===== src/rtl/cdr_ctrl_pkg.sv =====
// Shared types for the CDR acquisition controller: sequencer state encoding and helpers.
package cdr_ctrl_pkg;

  typedef enum logic [1:0] {
    StIdle   = 2'd0,
    StSettle = 2'd1,
    StAcq    = 2'd2,
    StTrack  = 2'd3
  } cdr_state_t;

  // States in which the loop integrates and the error window runs.
  function automatic logic in_loop(cdr_state_t s);
    return (s == StAcq) || (s == StTrack);
  endfunction

endpackage


===== src/rtl/cdr_win_acc.sv =====
// PD error window accumulator: sums pd_i over 2**WIN_LOG2 cycles and registers a
// good/bad verdict against the lock and unlock thresholds on the cycle after the window.
module cdr_win_acc #(
  parameter int unsigned PD_W     = 10,
  parameter int unsigned WIN_LOG2 = 4
) (
  input  logic                      clk,
  input  logic                      rstb,
  input  logic                      active,
  input  logic                      clear,
  input  logic signed [PD_W-1:0]    pd_i,
  input  logic [PD_W+WIN_LOG2-1:0]  lock_thr,
  input  logic [PD_W+WIN_LOG2-1:0]  unlock_thr,
  output logic                      win_done,
  output logic                      win_good,
  output logic                      win_bad
);

  localparam int unsigned AccW = PD_W + WIN_LOG2 + 1;

  logic signed [AccW-1:0] acc_q, acc_d;
  logic signed [AccW-1:0] pd_ext, sum;
  logic [AccW-1:0]        sum_abs;
  logic [WIN_LOG2-1:0]    cnt_q, cnt_d;
  logic                   last;
  logic                   done_q, done_d;
  logic                   good_q, good_d;
  logic                   bad_q, bad_d;

  assign pd_ext = {{(AccW - PD_W){pd_i[PD_W-1]}}, pd_i};
  assign sum    = acc_q + pd_ext;
  // One spare bit over the worst-case sum keeps the most-negative magnitude exact.
  assign sum_abs = sum[AccW-1] ? $unsigned(-sum) : $unsigned(sum);
  assign last    = (cnt_q == {WIN_LOG2{1'b1}});

  always_comb begin
    acc_d  = acc_q;
    cnt_d  = cnt_q;
    done_d = 1'b0;
    good_d = good_q;
    bad_d  = bad_q;
    if (clear) begin
      acc_d  = '0;
      cnt_d  = '0;
      good_d = 1'b0;
      bad_d  = 1'b0;
    end else if (active) begin
      cnt_d = cnt_q + 1'b1;
      if (last) begin
        acc_d  = '0;
        done_d = 1'b1;
        good_d = (sum_abs <= {1'b0, lock_thr});
        bad_d  = (sum_abs >  {1'b0, unlock_thr});
      end else begin
        acc_d = sum;
      end
    end
  end

  always_ff @(posedge clk or negedge rstb) begin
    if (!rstb) begin
      acc_q  <= '0;
      cnt_q  <= '0;
      done_q <= 1'b0;
      good_q <= 1'b0;
      bad_q  <= 1'b0;
    end else begin
      acc_q  <= acc_d;
      cnt_q  <= cnt_d;
      done_q <= done_d;
      good_q <= good_d;
      bad_q  <= bad_d;
    end
  end

  assign win_done = done_q;
  assign win_good = good_q;
  assign win_bad  = bad_q;

endmodule


===== src/rtl/cdr_acq_ctrl.sv =====
// CDR loop acquisition sequencer: IDLE -> SETTLE -> ACQ <-> TRACK with windowed lock detect.
// Define CDR_ACQ_CTRL_DBG_EN to build the saturating TRACK->ACQ relock counter.
module cdr_acq_ctrl
  import cdr_ctrl_pkg::*;
#(
  parameter int unsigned PD_W       = 10,
  parameter int unsigned WIN_LOG2   = 4,
  parameter int unsigned SETTLE_CYC = 64,
  parameter int unsigned LOCK_CNT   = 4,
  parameter int unsigned UNLOCK_CNT = 2,
  parameter int unsigned SHIFT_W    = 4,
  parameter int unsigned ACQ_SHIFT  = 4,
  parameter int unsigned TRK_SHIFT  = 8
) (
  input  logic                      clk,
  input  logic                      rstb,
  input  logic                      en,
  input  logic signed [PD_W-1:0]    pd_i,
  input  logic [PD_W+WIN_LOG2-1:0]  lock_thr,
  input  logic [PD_W+WIN_LOG2-1:0]  unlock_thr,
  output logic                      loop_en,
  output logic [SHIFT_W-1:0]        filt_shift,
  output logic                      lock,
  output logic [1:0]                state_o,
  output logic [7:0]                relock_cnt
);

  localparam int unsigned SetW  = (SETTLE_CYC > 1) ? $clog2(SETTLE_CYC) : 1;
  localparam int unsigned GoodW = $clog2(LOCK_CNT + 1);
  localparam int unsigned BadW  = $clog2(UNLOCK_CNT + 1);

  cdr_state_t         state_q, state_d;
  logic [SetW-1:0]    settle_q, settle_d;
  logic [GoodW-1:0]   good_q, good_d;
  logic [BadW-1:0]    bad_q, bad_d;
  logic               win_done, win_good, win_bad;
  logic               win_active, win_clear;
  logic               acq_lock, trk_drop;
  logic               loop_en_q, loop_en_d;
  logic               lock_q, lock_d;
  logic [SHIFT_W-1:0] shift_q, shift_d;

  assign win_active = in_loop(state_q);
  // Any state change or leaving the loop states restarts the window from an empty sum.
  assign win_clear  = !in_loop(state_d) || (state_d != state_q);

  cdr_win_acc #(
    .PD_W     (PD_W),
    .WIN_LOG2 (WIN_LOG2)
  ) u_win_acc (
    .clk        (clk),
    .rstb       (rstb),
    .active     (win_active),
    .clear      (win_clear),
    .pd_i       (pd_i),
    .lock_thr   (lock_thr),
    .unlock_thr (unlock_thr),
    .win_done   (win_done),
    .win_good   (win_good),
    .win_bad    (win_bad)
  );

  // Act on the verdict cycle itself so TRACK follows the last good verdict by one cycle.
  assign acq_lock = win_done && win_good && (good_q == GoodW'(LOCK_CNT - 1));
  assign trk_drop = win_done && win_bad  && (bad_q  == BadW'(UNLOCK_CNT - 1));

  always_ff @(posedge clk or negedge rstb) begin
    if (!rstb) begin
      state_q <= StIdle;
    end else begin
      state_q <= state_d;
    end
  end

  always_comb begin
    state_d = state_q;
    if (!en) begin
      state_d = StIdle;
    end else begin
      unique case (state_q)
        StIdle:   state_d = StSettle;
        StSettle: if (settle_q == SetW'(SETTLE_CYC - 1)) state_d = StAcq;
        StAcq:    if (acq_lock) state_d = StTrack;
        StTrack:  if (trk_drop) state_d = StAcq;
        default:  state_d = StIdle;
      endcase
    end
  end

  always_comb begin
    loop_en_d = in_loop(state_d);
    lock_d    = (state_d == StTrack);
    shift_d   = (state_d == StTrack) ? SHIFT_W'(TRK_SHIFT) : SHIFT_W'(ACQ_SHIFT);
  end

  always_ff @(posedge clk or negedge rstb) begin
    if (!rstb) begin
      loop_en_q <= 1'b0;
      lock_q    <= 1'b0;
      shift_q   <= SHIFT_W'(ACQ_SHIFT);
    end else begin
      loop_en_q <= loop_en_d;
      lock_q    <= lock_d;
      shift_q   <= shift_d;
    end
  end

  // Counters only survive while the state is held; every transition restarts them.
  always_comb begin
    settle_d = '0;
    good_d   = '0;
    bad_d    = '0;
    if (state_q == StSettle && state_d == StSettle) begin
      settle_d = settle_q + 1'b1;
    end
    if (state_q == StAcq && state_d == StAcq) begin
      good_d = good_q;
      if (win_done) good_d = win_good ? good_q + 1'b1 : '0;
    end
    if (state_q == StTrack && state_d == StTrack) begin
      bad_d = bad_q;
      if (win_done) bad_d = win_bad ? bad_q + 1'b1 : '0;
    end
  end

  always_ff @(posedge clk or negedge rstb) begin
    if (!rstb) begin
      settle_q <= '0;
      good_q   <= '0;
      bad_q    <= '0;
    end else begin
      settle_q <= settle_d;
      good_q   <= good_d;
      bad_q    <= bad_d;
    end
  end

`ifdef CDR_ACQ_CTRL_DBG_EN
  logic [7:0] relock_q;

  // Survives en toggles on purpose; only rstb clears the history.
  always_ff @(posedge clk or negedge rstb) begin
    if (!rstb) begin
      relock_q <= '0;
    end else if (state_q == StTrack && state_d == StAcq && relock_q != 8'hff) begin
      relock_q <= relock_q + 8'd1;
    end
  end

  assign relock_cnt = relock_q;
`else
  assign relock_cnt = 8'd0;
`endif

  assign loop_en    = loop_en_q;
  assign filt_shift = shift_q;
  assign lock       = lock_q;
  assign state_o    = state_q;

endmodule

===== config.mk =====
export PLATFORM = sky130hd
export DESIGN_NAME = cdr_acq_ctrl
export DESIGN_NICKNAME = d
export VERILOG_FILES = /design/src/rtl/cdr_ctrl_pkg.sv /design/src/rtl/cdr_win_acc.sv /design/src/rtl/cdr_acq_ctrl.sv
export SDC_FILE = /design/constraint.sdc
export NUM_CORES = 1
export LEC_CHECK = 0
export CORE_ASPECT_RATIO = 0.6
export CORE_MARGIN = 2
export CORE_UTILIZATION = 55
export CTS_CLUSTER_SIZE = 12
export DETAILED_ROUTE_END_ITERATION = 10
export PLACE_DENSITY = 0.82
export SLEW_MARGIN = 15
export SYNTH_ARGS = -nofsm -noshare
export SYNTH_HDL_FRONTEND = slang
export SYNTH_SLANG_ARGS = --single-unit

===== constraint.sdc =====
create_clock -name clk -period 5.8 [get_ports clk]
set_input_delay 1.16 -clock clk [delete_from_list [all_inputs] [get_ports clk]]
set_output_delay 1.16 -clock clk [all_outputs]
set_load 0.02 [all_outputs]

==> qor.yml <==
outcome: "finished, final reports clean"
grt_pass1_wl_mm: 13.5
die-area_um2: 6830
setup_viol: 0
buffers_excl_clock: 47
cts_resized: 0
flops: 38
fin_total_pwr_w: 0.000619
topCellsByArea: "dfrtp_1, ha_1, nor2_1, inv_1, xnor2_1"
top_layer: "met4"
fp_util: 0.562
finClkSkew_ns: 0.00559
clk_path_buf_depth: 2
synth_top_cell_by_count: "nor2_1"
port_buffers: 46
critPathBufInv: 2
rows: 22
pre_cts_slack_ns: 0.114
yosysChipArea_um2: 3390
dr_wl_met3_um: 515
antenna_found_initial: 0
peakVddDrop_mv: 0.0863
cpMostUsedCell: "a21oi_1"
crit_family: "AND-OR/OR-AND gates"
most-common-layout-cells: "nor2_1, ha_1, clkdlybuf4s50_1, inv_1, dfrtp_1"
max_slew_margin: 0.427
holdWs_ns: 0.467
cts.htree.levels: 2
hold_violations: 0
grt_overflow: 0
-- registers in the layout, summed over array words and instances, names as in the netlist --
name / flops
loop_en: 1
bad_q: 2
u_win_acc.win_done: 1
u_win_acc.win_bad: 1
u_win_acc.cnt_q: 4
u_win_acc.win_good: 1
good_q: 3
u_win_acc.acc_q: 15
state_o: 2
settle_q: 6
filt_shift: 2
-- cell families (layout without fill, tap and decap cells) --
logic type,after synthesis,after routing,synth area share
other cells,1,10,0.00111
buf+inv,61,95,0.0878
xor+xnor,28,28,0.0745
fa+ha+maj,49,49,0.183
simple gates,132,132,0.200
mux,1,1,0.00295
flops,38,38,0.281
compound gates,84,84,0.169
-- report_power, final --
group	internal (W)	switching, W	leakage [nW]
registers	0.000266	0.00000109	0.524
clock network	0.0000835	0.0000994	0.0450
logic	0.0000774	0.0000917	1.37
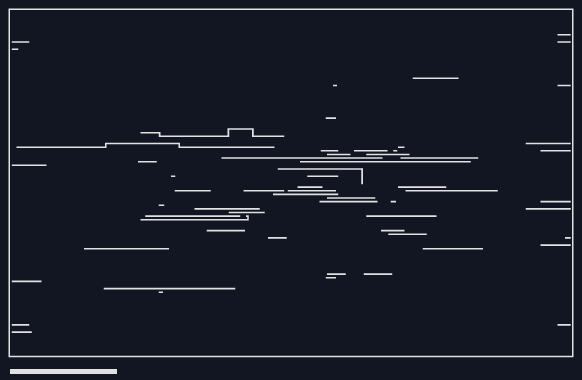
layer_met3.png
Bar = 20 um.
- longest straight run: 31.7 um
- main direction: horizontal
DR vias: 2,923
Post-Route WL: 7.90 mm
met3 Resource Use GR: 0.0433

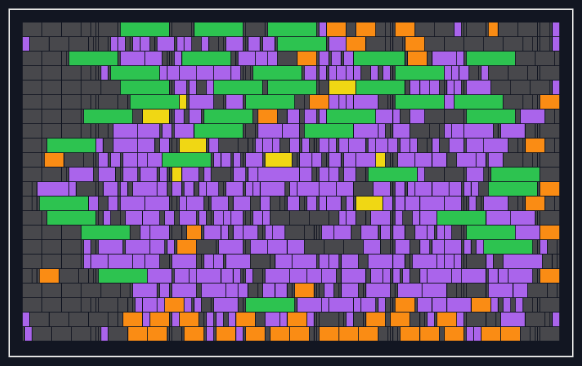
placement_by_type.png
Fill, decap, tap and diode cells in grey.
- orange: other buffers and delay cells (cells 47; share of their area 12%)
- yellow: clock drivers and dummy loads (cells 8; share of their area 2.2%)
- green: flops (cells 38; share of their area 25%)
- purple: combinational and other logic (cells 344; share of their area 61%)

Power figures rest on the tool's default switching activity, not on a simulated workload.
